run_1/final_congestion.png
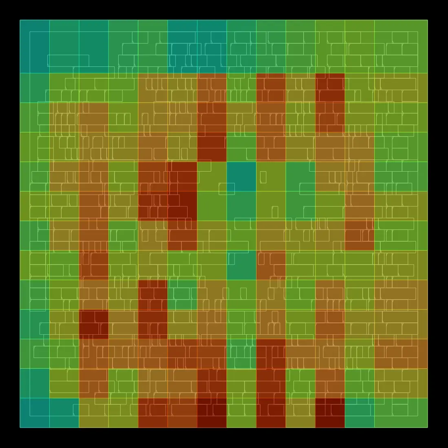
run_1/cell_classes.png
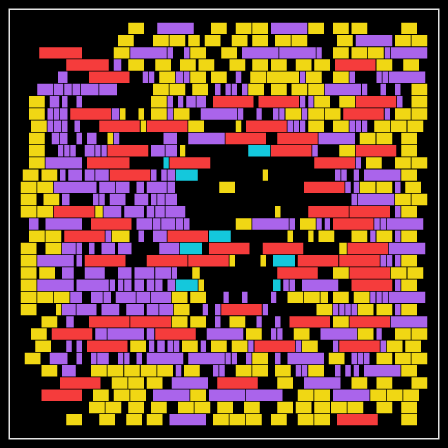
run_1/pdn.png
Scale bar: 20 µm. Pins as bars on the die edge.
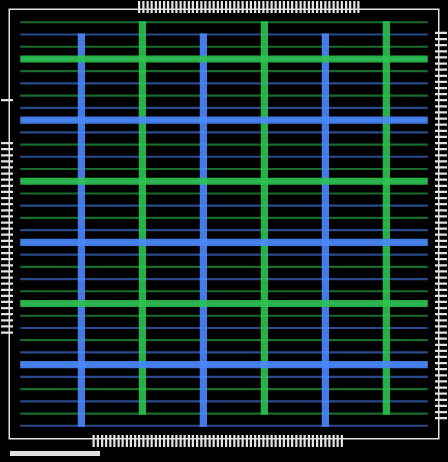
--- config.mk ---
export PLATFORM = sky130hd
export DESIGN_NAME = fifo_out_arb
export DESIGN_NICKNAME = d
export VERILOG_FILES = /design/src/rtl/fifo_out_arb.sv
export SDC_FILE = /design/constraint.sdc
export NUM_CORES = 1
export LEC_CHECK = 0
export CORE_MARGIN = 2
export CORE_UTILIZATION = 42
export CTS_BUF_LIST = sky130_fd_sc_hd__clkbuf_8
export CTS_CLUSTER_SIZE = 14
export DETAILED_ROUTE_END_ITERATION = 16
export GPL_TIMING_DRIVEN = 0
export PLACE_DENSITY = 0.93
export SETUP_SLACK_MARGIN = 0.2
export SYNTH_ARGS = -nofsm -noshare
export SYNTH_HDL_FRONTEND = slang
export SYNTH_SLANG_ARGS = --single-unit
--- constraint.sdc ---
create_clock -name CLK -period 10.2 [get_ports CLK]
set_input_delay 2.04 -clock CLK [delete_from_list [all_inputs] [get_ports CLK]]
set_output_delay 2.04 -clock CLK [all_outputs]
set_load 0.005 [all_outputs]
--- src/rtl/fifo_out_arb.sv ---
// Round-robin, packet-atomic scheduler for the 36-bit write port of the output FIFO.
// Tracks free FIFO words with a credit counter that is replenished by read-side CREDIT pulses.
module fifo_out_arb #(
    parameter int NREQ   = 4,
    parameter int DEPTH  = 1024,
    parameter int MAXPKT = 64
) (
    input  logic                        CLK,
    input  logic                        RST,
    input  logic [NREQ-1:0]             REQ,
    input  logic [36*NREQ-1:0]          DI,
    input  logic [NREQ-1:0]             LAST,
    output logic [NREQ-1:0]             ACK,
    output logic [35:0]                 DO,
    output logic                        WREN,
    input  logic                        CREDIT,
    output logic [2:0]                  GNT,
    output logic                        BUSY,
    output logic [$clog2(DEPTH+1)-1:0]  CREDITS,
    output logic                        OVERFLOW
);

    localparam int CW = $clog2(DEPTH + 1);

    typedef enum logic [0:0] {
        ST_IDLE = 1'b0,
        ST_XFER = 1'b1
    } state_t;

    state_t          state_q, state_d;
    logic [2:0]      ptr_q, ptr_d;
    logic [2:0]      gnt_q, gnt_d;
    logic [35:0]     do_q, do_d;
    logic            wren_q, wren_d;
    logic [CW-1:0]   credits_q, credits_d;
    logic            ovf_q, ovf_d;

    logic            req_g_s;
    logic            last_g_s;
    logic [35:0]     di_g_s;
    logic            accept_s;
    logic [NREQ-1:0] ack_s;
    logic            hi_hit_s;
    logic [2:0]      hi_win_s;
    logic [2:0]      lo_win_s;
    logic [2:0]      winner_s;
    logic            any_req_s;
    logic            credits_ok_s;

    // Select the request, last flag and data word of the currently granted requester.
    always_comb begin
        req_g_s  = 1'b0;
        last_g_s = 1'b0;
        di_g_s   = 36'd0;
        for (int i = 0; i < NREQ; i++) begin
            req_g_s  = req_g_s  | (REQ[i]  & (gnt_q == 3'(i)));
            last_g_s = last_g_s | (LAST[i] & (gnt_q == 3'(i)));
            di_g_s   = di_g_s   | (DI[36*i +: 36] & {36{gnt_q == 3'(i)}});
        end
    end

    // Round-robin search: lowest index above the pointer first, otherwise wrap to the lowest index.
    always_comb begin
        hi_hit_s = 1'b0;
        hi_win_s = 3'd0;
        lo_win_s = 3'd0;
        for (int i = NREQ - 1; i >= 0; i--) begin
            hi_hit_s = hi_hit_s | (REQ[i] & (3'(i) > ptr_q));
            hi_win_s = (REQ[i] && (3'(i) > ptr_q)) ? 3'(i) : hi_win_s;
            lo_win_s = (REQ[i] && (3'(i) <= ptr_q)) ? 3'(i) : lo_win_s;
        end
        winner_s = hi_hit_s ? hi_win_s : lo_win_s;
    end

    assign any_req_s    = |REQ;
    assign credits_ok_s = (credits_q >= CW'(MAXPKT));
    assign accept_s     = (state_q == ST_XFER) && req_g_s && (credits_q != CW'(0));

    // One-hot acknowledge towards the granted requester only.
    always_comb begin
        ack_s = {NREQ{1'b0}};
        for (int i = 0; i < NREQ; i++) begin
            ack_s[i] = accept_s & (gnt_q == 3'(i));
        end
    end

    // Arbitration state machine and FIFO write path next-state logic.
    always_comb begin
        state_d = state_q;
        ptr_d   = ptr_q;
        gnt_d   = gnt_q;
        do_d    = do_q;
        wren_d  = 1'b0;
        case (state_q)
            ST_IDLE: begin
                if (any_req_s && credits_ok_s) begin
                    state_d = ST_XFER;
                    gnt_d   = winner_s;
                end else begin
                    state_d = ST_IDLE;
                end
            end
            ST_XFER: begin
                if (accept_s) begin
                    wren_d = 1'b1;
                    do_d   = di_g_s;
                    // Finishing requester becomes lowest priority for the next grant.
                    if (last_g_s) begin
                        state_d = ST_IDLE;
                        ptr_d   = gnt_q;
                    end else begin
                        state_d = ST_XFER;
                    end
                end else begin
                    wren_d = 1'b0;
                end
            end
            default: begin
                state_d = ST_IDLE;
            end
        endcase
    end

    // Credit counter: accept consumes, CREDIT returns, both together cancel out.
    always_comb begin
        credits_d = credits_q;
        ovf_d     = ovf_q;
        case ({accept_s, CREDIT})
            2'b10: begin
                credits_d = credits_q - CW'(1);
            end
            2'b01: begin
                if (credits_q == CW'(DEPTH)) begin
                    ovf_d = 1'b1;
                end else begin
                    credits_d = credits_q + CW'(1);
                end
            end
            default: begin
                credits_d = credits_q;
            end
        endcase
    end

    // State and output registers; reset abandons any packet in flight.
    always_ff @(posedge CLK or posedge RST) begin
        if (RST) begin
            state_q   <= ST_IDLE;
            ptr_q     <= 3'(NREQ - 1);
            gnt_q     <= 3'd0;
            do_q      <= 36'd0;
            wren_q    <= 1'b0;
            credits_q <= CW'(DEPTH);
            ovf_q     <= 1'b0;
        end else begin
            state_q   <= state_d;
            ptr_q     <= ptr_d;
            gnt_q     <= gnt_d;
            do_q      <= do_d;
            wren_q    <= wren_d;
            credits_q <= credits_d;
            ovf_q     <= ovf_d;
        end
    end

    assign ACK      = ack_s;
    assign DO       = do_q;
    assign WREN     = wren_q;
    assign GNT      = gnt_q;
    assign BUSY     = (state_q == ST_XFER);
    assign CREDITS  = credits_q;
    assign OVERFLOW = ovf_q;

endmodule

==> impl_metrics.toml, run 1 <==
# flow metrics
[yosys]
yosys_area_um2 = 3490
synth_cell_types = 45
syn-cell-area_um2 = 3490
ys_seq_elements = 54
syn-num-nets = 498
top_cell_area_share = 0.365
yosys-stat-cells = 333
synthMuxAreaShare = 0.272
yosys.area_share.simple = 0.173
logic_family = "multiplexers"
xor_area_frac = 0.0201
ff_type = "dfrtp_1"
avgSynthCellArea_um2 = 10.5
ys_async_sr_fraction = 1.00
synth_area_leader_cell = "dfrtp_1"
yosysWarnings = 0
synthAdderAreaFrac = 0.0380
synthCells = 333
aoi_share = 0.0741
yosysSeqAreaShare = 0.388
area_leaders = "dfrtp_1, mux4_2, nand2_1"
edf_count = 0

[layout]
final_cell_area_um2 = 5840
lay_top_count = "clkdlybuf4s50_1"
syn_to_final_growth_pct = 67.1
seq_area_um2 = 1360
logic_area_um2 = 2020
layout_top_cells = "clkdlybuf4s50_1, nand2_1, dfrtp_1"
drive_gt1_frac = 0.112
nets = 716
largest_reg_flops = 36
n_fill_cell = 595
stdcell_count = 657
num_antenna_cells = 0

[clock_network]
holdBufCountCts = 0
path_clk_slew_ps = 90
clockRootBuffer = "clkbuf_8"
cts_setup_buffers = 0
cts_tree = "built"
cts_buffers = 5
h-tree-depth = 2
clk_latency_ps = 300
postCtsResizedCells = 0
clock-sinks = 54
clockBufferDepth = 2

[drt]
drtIter0Drc = 134
via_count = 3463
first_pass_iters = 4
viasPerCell = 5.27
drt-wirelength-per-cell_um = 18.2
ant_nets = 0
drc = 0
routed_wl_mm = 12.0

[worst_hold_path]
min_path_cells = 2
hold_end = "DO[21]"
hp-class = "flop to flop"
min_from = "DO[21]"

[floorplanning]
fp_util = 0.430
fp.dieW_um = 95.2
die_h_um = 95.2
pin_count = 212
num_rows = 33
core_area_um2 = 8130
die-area_um2 = 9070

[power]
pwr-share-comb = 0.669
power_frac_seq = 0.256
clockPowerShare = 0.075
powerDensity_nw_per_um2 = 277
total_power_mw = 1.62
max-vdd-ir-drop_v = 0.000151
p_int_mw = 0.962
pg_comb_mw = 1.08
switching_share = 0.405
power-top-group = "combinational logic"
powerSeq_mw = 0.413
pg_clk_mw = 0.122
p_switching_mw = 0.654
cellLeakagePower_nw = 2.49

[critical_path]
critPathKind = "input pin to output port"
crit_chain = "clkdlybuf4s50_1, mux4_2, o311ai_4, inv_2, buf_2, and3_1, clkdlybuf4s50_1"
r2r-start = "GNT[1]"
cp_slowest_stage_delay_ps = 530
cp_common_cell = "clkdlybuf4s50_1"
slowest_stage = "mux4_2"
r2r.worst_path.cells = 11
start_kind = "input pin"
r2r_end = "CREDITS[10]"
crit_family = "buffers and inverters"
critical_path.endpoint_type = "output port"
critPathMaxFanout = 10
ff2ff_setup_slack_ps = 6410
cp_num_buf_inv = 4
crit_required_ps = 8160
arrival_ps = 4190

[grt]
grt_max_degree = 30
antenna_found_initial = 1
grt_pass1_vias = 3741
grt-ovfl-total = 0
grt_pass1_wl_mm = 18.3

[final_timing]
fin_tns_setup_ps = 0
holdWs_ps = 482
rsz0062_at_grt = "false"
finClkSkew_ps = 11.1
fmaxAchievable_ghz = 0.161
finalSetupViolCount = 0
relSlewSlack = 0.439
fin_ws_ps = 3970
slew_violations = 0
hold_viol_final = 0
worstMarginPinSlew_ps = 842
min_period_ps = 6230
fin_crit_sh = 0.611

[run]
tool_warnings = 26
max-cap-violations = 0

[placed_design]
place_ws_ps = 3980
io_buffers = 210
dp_cells = 649
placed_cell_area_um2 = 5750
gp_congestion = 0.861
dp_hpwl_mm = 9.74

[run_status]
outcome = "completed"
-- final_congestion.png (at the start) --
met1 Use GR: 0.302
final design utilization: 0.718
gr usage total: 0.265
met3 GRT Util: 0.0522

-- cell_classes.png (at the start) --
| color | class | cells | share of their area |
|---|---|---|---|
| yellow | other buffers and delay cells | 231 | 39% |
| purple | all other logic | 259 | 36% |
| cyan | clock drivers and dummy loads | 8 | 1.6% |
| red | flops | 54 | 24% |

-- pdn.png (at the start) --
| color | net |
|---|---|
| blue | VSS |
| green | VDD |
met1 rails: 34
signal pins: 212
rows: 33
met5 straps: 6
met4 straps: 6

run 1: how the worst max path moves through the flow:
| stage | slack (ps) | to | startpoint | depth (start not counted) |
|---|---|---|---|---|
| final | 3970 | ACK[2] | REQ[3] | 7 |
| after global routing | 3910 | ACK[0] | REQ[3] | 6 |
| after CTS | 3980 | ACK[2] | REQ[3] | 7 |
| after detailed placement | 3980 | ACK[2] | REQ[3] | 7 |
| after global placement | 3980 | ACK[2] | REQ[3] | 7 |
| after floorplan | 5100 | ACK[2] | REQ[3] | 5 |
run 1: worst min-delay path, stage by stage (launching register included):
cell and delay [ps]:
dfrtp_1 350, nand2_1 50, nand2_1 50
run 1: per-layer routing:
metal	up-vias	GRT usage	part of all wire
met5	-	0	0
met4	0	0.0640	0.013
met3	14	0.0522	0.070
met2	130	0.503	0.53
met1	1703	0.302	0.38
li1	1616	-	-
run 1: synth_stat cells, types with 3 or more instances:
| library cell | count |
|---|---|
| inv_1 | 6 |
| clkbuf_1 | 13 |
| a21o_1 | 3 |
| ha_1 | 9 |
| a22o_1 | 3 |
| xor2_1 | 3 |
| nor2_1 | 18 |
| mux4_2 | 38 |
| xnor2_1 | 5 |
| o21ai_0 | 4 |
| mux2i_1 | 4 |
| dfrtp_1 | 51 |
| nand3_1 | 3 |
| dfstp_2 | 3 |
| nand2_1 | 113 |
| a21oi_1 | 14 |
| nor3_1 | 4 |
| buf_2 | 4 |
| mux2_1 | 3 |
run 1: final cells by class:
| class | count | share of cell area |
|---|---|---|
| clock inverters | 2 | 0.00150 |
| flip-flops and latches | 54 | 0.232 |
| inverters | 7 | 0.00450 |
| multi-input cells | 252 | 0.346 |
| clock buffers | 6 | 0.0141 |
| repair buffers | 211 | 0.363 |
| plain buffers | 20 | 0.0156 |
| well taps | 105 | 0.0225 |
run_1/port_nets.png
Scale bar: 20 µm.
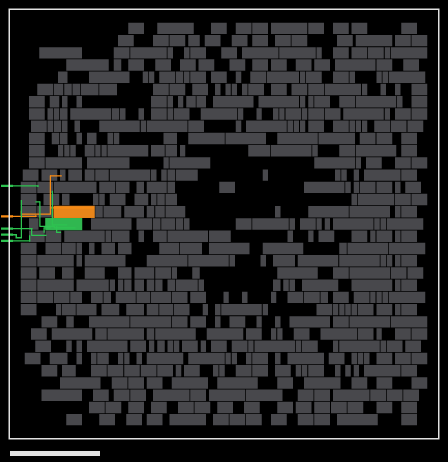

--- run 2 (diff from run 1) ---
Settings changed: CORE_UTILIZATION 42 to 39, PLACE_DENSITY 0.93 to 0.88.
Clock period 10.2 ns to 6.1 ns, I/O delays scaled along.
run_2/port_nets.png
Scale bar: 20 µm.
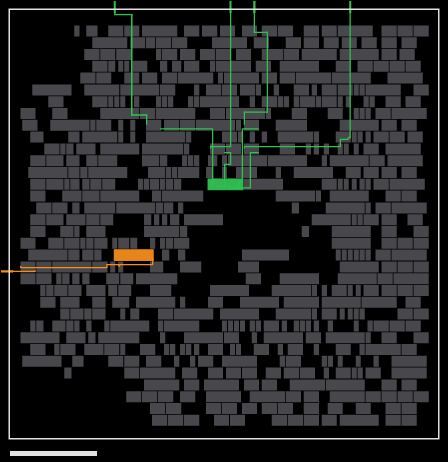
| color | port | direction | edge | end cells | wire |
|---|---|---|---|---|---|
| green | `LAST` | input | top | 1 | 230 µm |
| orange | `OVERFLOW` | output | left | 1 | 38.7 µm |

==> run 2 against run 1 <==
Against the previous run: die area increased by 7.4%; synthesized area unchanged; sequential cell count unchanged; final area increased by 0.43%; critical path type unchanged; largest power group unchanged; highest routed layer unchanged.
==> impl_metrics.toml, run 2 <==
# flow metrics
[run_status]
outcome = "completed"

[worst_hold_path]
min_from = "DO[1]"
hold_end = "DO[1]"
min_path_cells = 2
hp-class = "flop to flop"

[layout]
layout_top_cells = "clkdlybuf4s50_1, nand2_1, dfrtp_1"
drive_gt1_frac = 0.114
nets = 716
stdcell_count = 660
largest_reg_flops = 36
final_util = 0.672
lay_top_count = "clkdlybuf4s50_1"
num_antenna_cells = 0
syn_to_final_growth_pct = 67.8

[yosys]
ff_type = "dfrtp_1"
edf_count = 0
yosys-stat-cells = 333
synth_cell_types = 45
synth_area_leader_cell = "dfrtp_1"
top_cell = "nand2_1"
yosys_area_um2 = 3490
syn-num-nets = 498
common_cells = "nand2_1, dfrtp_1, mux4_2"
top_cell_area_share = 0.365
area_leaders = "dfrtp_1, mux4_2, nand2_1"
ys_async_sr_fraction = 1.00
synthCells = 333
syn-cell-area_um2 = 3490
yosysWarnings = 0
yosysSeqAreaShare = 0.388
avgSynthCellArea_um2 = 10.5
ys_seq_elements = 54

[clock_network]
h-tree-depth = 2
cts_buffers = 5
cts_setup_buffers = 0
clk_latency_ps = 300
clockBufferDepth = 2
holdBufCountCts = 0
path_clk_slew_ps = 100
clockRootBuffer = "clkbuf_8"
postCtsResizedCells = 0
clock-sinks = 54
cts_tree = "built"

[critical_path]
arrival_ps = 3400
crit_required_ps = 4880
critPathMaxFanout = 10
start_kind = "input pin"
ff2ff_setup_slack_ps = 2290
critical_path.endpoint_type = "output port"
critPathKind = "input pin to output port"
r2r.worst_path.cells = 10
r2r-start = "CREDITS[0]"
r2r_end = "CREDITS[10]"

[floorplanning]
die_h_um = 98.7
pin_count = 212
fp.dieW_um = 98.7
fp_util = 0.401
num_rows = 34
die-area_um2 = 9730
core_area_um2 = 8720

[placed_design]
gp_congestion = 0.942
io_buffers = 210
dp_cells = 652
dp_hpwl_mm = 9.85

[final_timing]
fin_tns_setup_ps = 0
fin_crit_sh = 0.758
rsz0062_at_grt = "false"
slew_violations = 0
finClkSkew_ps = 4.66
worstMarginPinSlew_ps = 853
fmaxAchievable_ghz = 0.216
hold_viol_final = 0
min_period_ps = 4620
relSlewSlack = 0.431
holdWs_ps = 484
finalSetupViolCount = 0

[grt]
grt_max_degree = 30
grtUsageTotal = 0.244
grt.busiest_layer = "met2"
gr-usage-met3 = 0.0574
use_met1 = 0.270
use_met2 = 0.469
grt_pass1_vias = 3808
grt_pass1_wl_mm = 19.0
antenna_found_initial = 0
grt-ovfl-total = 0

[drt]
via_count = 3505
drc = 0
viasPerCell = 5.31
met2_length_mm = 6.49
drt-met1-wl_mm = 4.29
maxUsedRoutingLayer = "met4"
ant_nets = 0
drtIter0Drc = 92
drt-wirelength-per-cell_um = 18.0
first_pass_iters = 4
routed_wl_mm = 11.9
wl_met3_um = 895

[run]
tool_warnings = 26
max-cap-violations = 0

[power]
powerDensity_nw_per_um2 = 465
max-vdd-ir-drop_v = 0.000319
cellLeakagePower_nw = 2.50
run_2/cell_classes.png
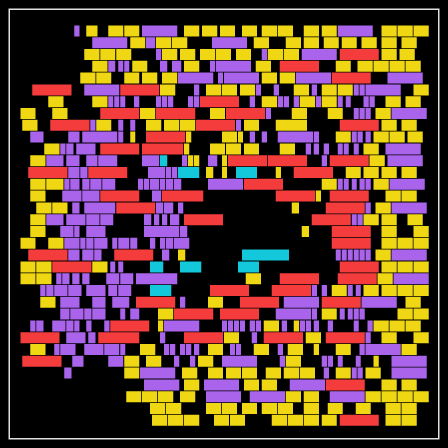
| color | class | cells | share of their area |
|---|---|---|---|
| yellow | other buffers and delay cells | 231 | 39% |
| red | flops | 54 | 24% |
| cyan | clock drivers and dummy loads | 8 | 2.0% |
| purple | all other logic | 259 | 36% |

[run 2: cell counts after synthesis]
No cell type changed its count.
[run 2: critical path, stage by stage]
cell and delay, ps:
clkdlybuf4s50_1 500, mux4_2 540, o311ai_4 150, clkbuf_1 410, nor3_1 100, clkdlybuf4s50_1 490
[run 2: worst max path at each step]
stage	from	to	depth (start not counted)
2_1_floorplan	REQ[3]	CREDITS[9]	10
3_3_place_gp	REQ[3]	ACK[2]	7
3_5_place_dp	REQ[3]	CREDITS[10]	11
4_1_cts	REQ[3]	ACK[0]	6
5_1_grt	REQ[3]	ACK[0]	6
6_report	REQ[3]	ACK[0]	6
[run 2: kinds of logic after synthesis]
logic type / synth area share
AOI/OAI and AO/OA: 0.0741
xor gates and xnor gates: 0.0201
adders and majority gates: 0.0380
buffers and inverters: 0.0337
DFF: 0.388
muxes: 0.272
other: 0.00107
and+or+nand+nor: 0.173
[run 2: final cells by class]
cell class,count,area (µm²)
Fill cell,674,2860
Timing Repair Buffer,211,2120
Multi-Input combinational cell,252,2020
Sequential cell,54,1360
Tap cell,108,135
Buffer,20,91.3
Clock buffer,5,68.8
Clock inverter,3,43.8
Inverter,7,26.3
[run 2: report_power, final]
group          switching, mW  leakage, nW  internal, mW  total [mW]
Combinational          0.828         1.80         0.967        1.80
Sequential             0.134        0.642         0.550       0.685
Clock                  0.122       0.0585         0.123       0.245
[run 2: stage by stage]
step	total power, mW	setup WS (ps)	instance area (µm²)
global placement	2.41	1520	5730
floorplan	1.75	2380	3490
CTS	2.74	1470	5860
global route	2.94	1350	5860
finish	2.72	1480	5860
detailed placement	2.49	1440	5750
run_2/density.png
Scale bar: 20 µm. 10 x 10 tiles, from black (low) to pale yellow (high), 0 to 100% covered.
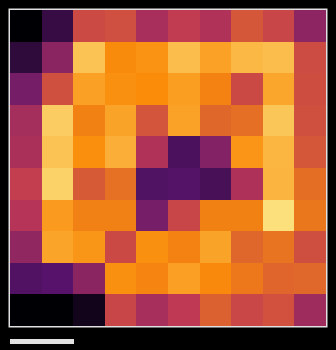

--- run 3 (diff from run 2) ---
Settings changed: CORE_UTILIZATION 39 to 35, PLACE_DENSITY 0.88 to 0.83.
Clock period 6.1 ns to 4.25 ns, I/O delays scaled along.
run_3/density.png
Scale bar: 20 µm. 10 x 10 tiles, from black (low) to pale yellow (high), 0 to 100% covered.
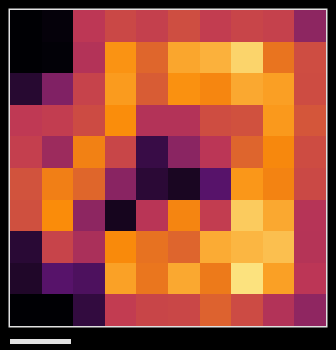
mean over tiles: 53%
nearly empty tiles: 6.0%
tiles over 75% full: 20%
fullest tile: 94%

==> run 3 against run 2 <==
Against the previous run: sequential cell count did not move; routed wire length rose by 0.11%; cell count rose by 3.8%; non-clock buffer count did not move; register-to-register slack got worse by 1700 ps; global-route usage fell by 2.1 points; via count fell by 1.8%; critical path depth did not move; final area rose by 0.26%; sequential share of layout area fell by 0.059 points; clock skew rose by 7.4 ps; synthesized area did not move; critical path type unchanged; highest routed layer unchanged.
==> impl_metrics.toml, run 3 <==
# flow metrics
[run_status]
outcome = "completed"

[yosys]
synth_cell_types = 45
yosys_area_um2 = 3490
synthCells = 333
area_leaders = "dfrtp_1, mux4_2, nand2_1"
yosys-stat-cells = 333
ys_async_sr_fraction = 1.00
avgSynthCellArea_um2 = 10.5
yosysWarnings = 0
synth_area_leader_cell = "dfrtp_1"
syn-cell-area_um2 = 3490
ys_seq_elements = 54
top_cell_area_share = 0.365
ff_type = "dfrtp_1"
syn-num-nets = 498
top_cell = "nand2_1"
common_cells = "nand2_1, dfrtp_1, mux4_2"
yosysSeqAreaShare = 0.388
edf_count = 0

[grt]
antenna_found_initial = 0
grt_max_degree = 29
grt_pass1_wl_mm = 19.2
grt-ovfl-total = 0
grtUsageTotal = 0.223
grt_pass1_vias = 3701

[layout]
num_antenna_cells = 0
syn_to_final_growth_pct = 68.2
lay_top_count = "clkdlybuf4s50_1"
drive_gt1_frac = 0.116
n_fill_cell = 840
largest_reg_flops = 36
nets = 716
layout_top_cells = "clkdlybuf4s50_1, nand2_1, dfrtp_1"

[critical_path]
crit_required_ps = 3400
arrival_ps = 3040
critPathMaxFanout = 10
critical_path.endpoint_type = "output port"
critPathLaunch = "REQ[3]"
start_kind = "input pin"
endpoint = "ACK[1]"
ff2ff_setup_slack_ps = 640
r2r.worst_path.cells = 10
r2r-start = "CREDITS[0]"
r2r_end = "CREDITS[10]"
critPathKind = "input pin to output port"

[final_timing]
fin_ws_ps = 364
finClkSkew_ps = 12.0
fin_crit_sh = 0.914
rsz0062_at_grt = "false"
hold_viol_final = 0
fmaxAchievable_ghz = 0.257
slew_violations = 0
fin_tns_setup_ps = 0
finalSetupViolCount = 0
worstMarginPinSlew_ps = 832
min_period_ps = 3890
relSlewSlack = 0.445
holdWs_ps = 482

[worst_hold_path]
min_from = "DO[25]"
hp-class = "flop to flop"
hold_end = "DO[25]"
min_path_cells = 2

[clock_network]
cts_buffers = 5
path_clk_slew_ps = 110
clockRootBuffer = "clkbuf_8"
postCtsResizedCells = 0
clk_latency_ps = 310
clockBufferDepth = 2
cts_setup_buffers = 0
h-tree-depth = 2
cts_tree = "built"
clock-sinks = 54
holdBufCountCts = 0

[drt]
drc = 0
via_count = 3443
drtIter0Drc = 125
viasPerCell = 5.03
ant_nets = 0
drt-wirelength-per-cell_um = 17.4
first_pass_iters = 4
routed_wl_mm = 11.9

[floorplanning]
fp.dieW_um = 104
pin_count = 212
die_h_um = 104
core_area_um2 = 9730
fp_util = 0.359
die-area_um2 = 10800
num_rows = 36

[placed_design]
io_buffers = 210
dp_hpwl_mm = 9.84
gp_congestion = 0.797
place_ws_ps = 5.36

[power]
cellLeakagePower_nw = 2.49
max-vdd-ir-drop_v = 0.000390
powerDensity_nw_per_um2 = 655

[run]
tool_warnings = 26
max-cap-violations = 0
run_3/cell_classes.png
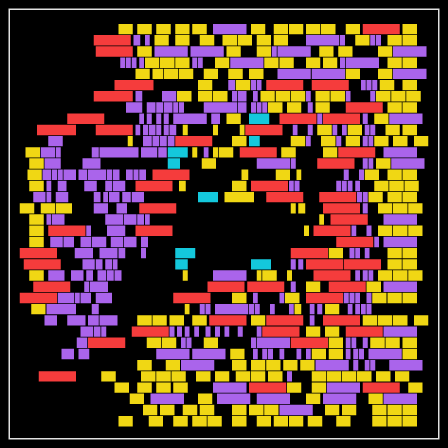
| color | class | cells | share of their area |
|---|---|---|---|
| red | flops | 54 | 24% |
| yellow | other buffers and delay cells | 231 | 39% |
| cyan | clock drivers and dummy loads | 8 | 1.6% |
| purple | all other logic | 259 | 36% |

## run 3: cell counts after synthesis
Identical to the previous run, type by type.
## run 3: per-layer routing
| layer | share of wire | track usage | vias up |
|---|---|---|---|
| li1 | - | - | 1619 |
| met1 | 0.38 | 0.246 | 1666 |
| met2 | 0.53 | 0.419 | 132 |
| met3 | 0.069 | 0.0576 | 26 |
| met4 | 0.024 | 0.0656 | 0 |
| met5 | 0 | 0 | - |
## run 3: power breakdown
part           switching [mW]  leakage (nW)  internal [mW]  total, mW
clock network           0.184        0.0447          0.119      0.303
registers               0.189         0.642          0.789      0.978
logic                    1.18          1.80           1.39       2.57
## run 3: per-stage QoR
step           power, mW  area (µm²)  utilization  cells
2_1_floorplan       2.51        3490            -    333
3_3_place_gp        3.49        5760        0.592    676
3_5_place_dp        3.57        5780        0.594    677
4_1_cts             3.89        5880        0.604    685
5_1_grt             4.18        5880        0.604    685
6_report            3.85        5880        0.604    685
## run 3: area by class of cell
| cell class | instances | area [µm²] | share of cell area |
|---|---|---|---|
| Clock buffer | 5 | 68.8 | 0.0117 |
| Timing Repair Buffer | 211 | 2120 | 0.361 |
| Buffer | 20 | 91.3 | 0.0155 |
| Tap cell | 133 | 166 | 0.0283 |
| Multi-Input combinational cell | 252 | 2020 | 0.344 |
| Inverter | 7 | 26.3 | 0.00447 |
| Clock inverter | 3 | 25.0 | 0.00426 |
| Sequential cell | 54 | 1360 | 0.230 |
## run 3: worst max-delay path, stage by stage
cell and delay [ps]:
clkdlybuf4s50_1 480, mux4_2 550, o311ai_4 160, clkbuf_1 440, nor3_1 80, clkdlybuf4s50_1 470
## run 3: cell families after synthesis
group | share of synthesized area
mux | 0.272
other cells | 0.00107
flops | 0.388
simple gates | 0.173
xor+xnor | 0.0201
compound gates | 0.0741
fa+ha+maj | 0.0380
buf+inv | 0.0337
No activity file was given, so power comes from the tool's default toggle rates.
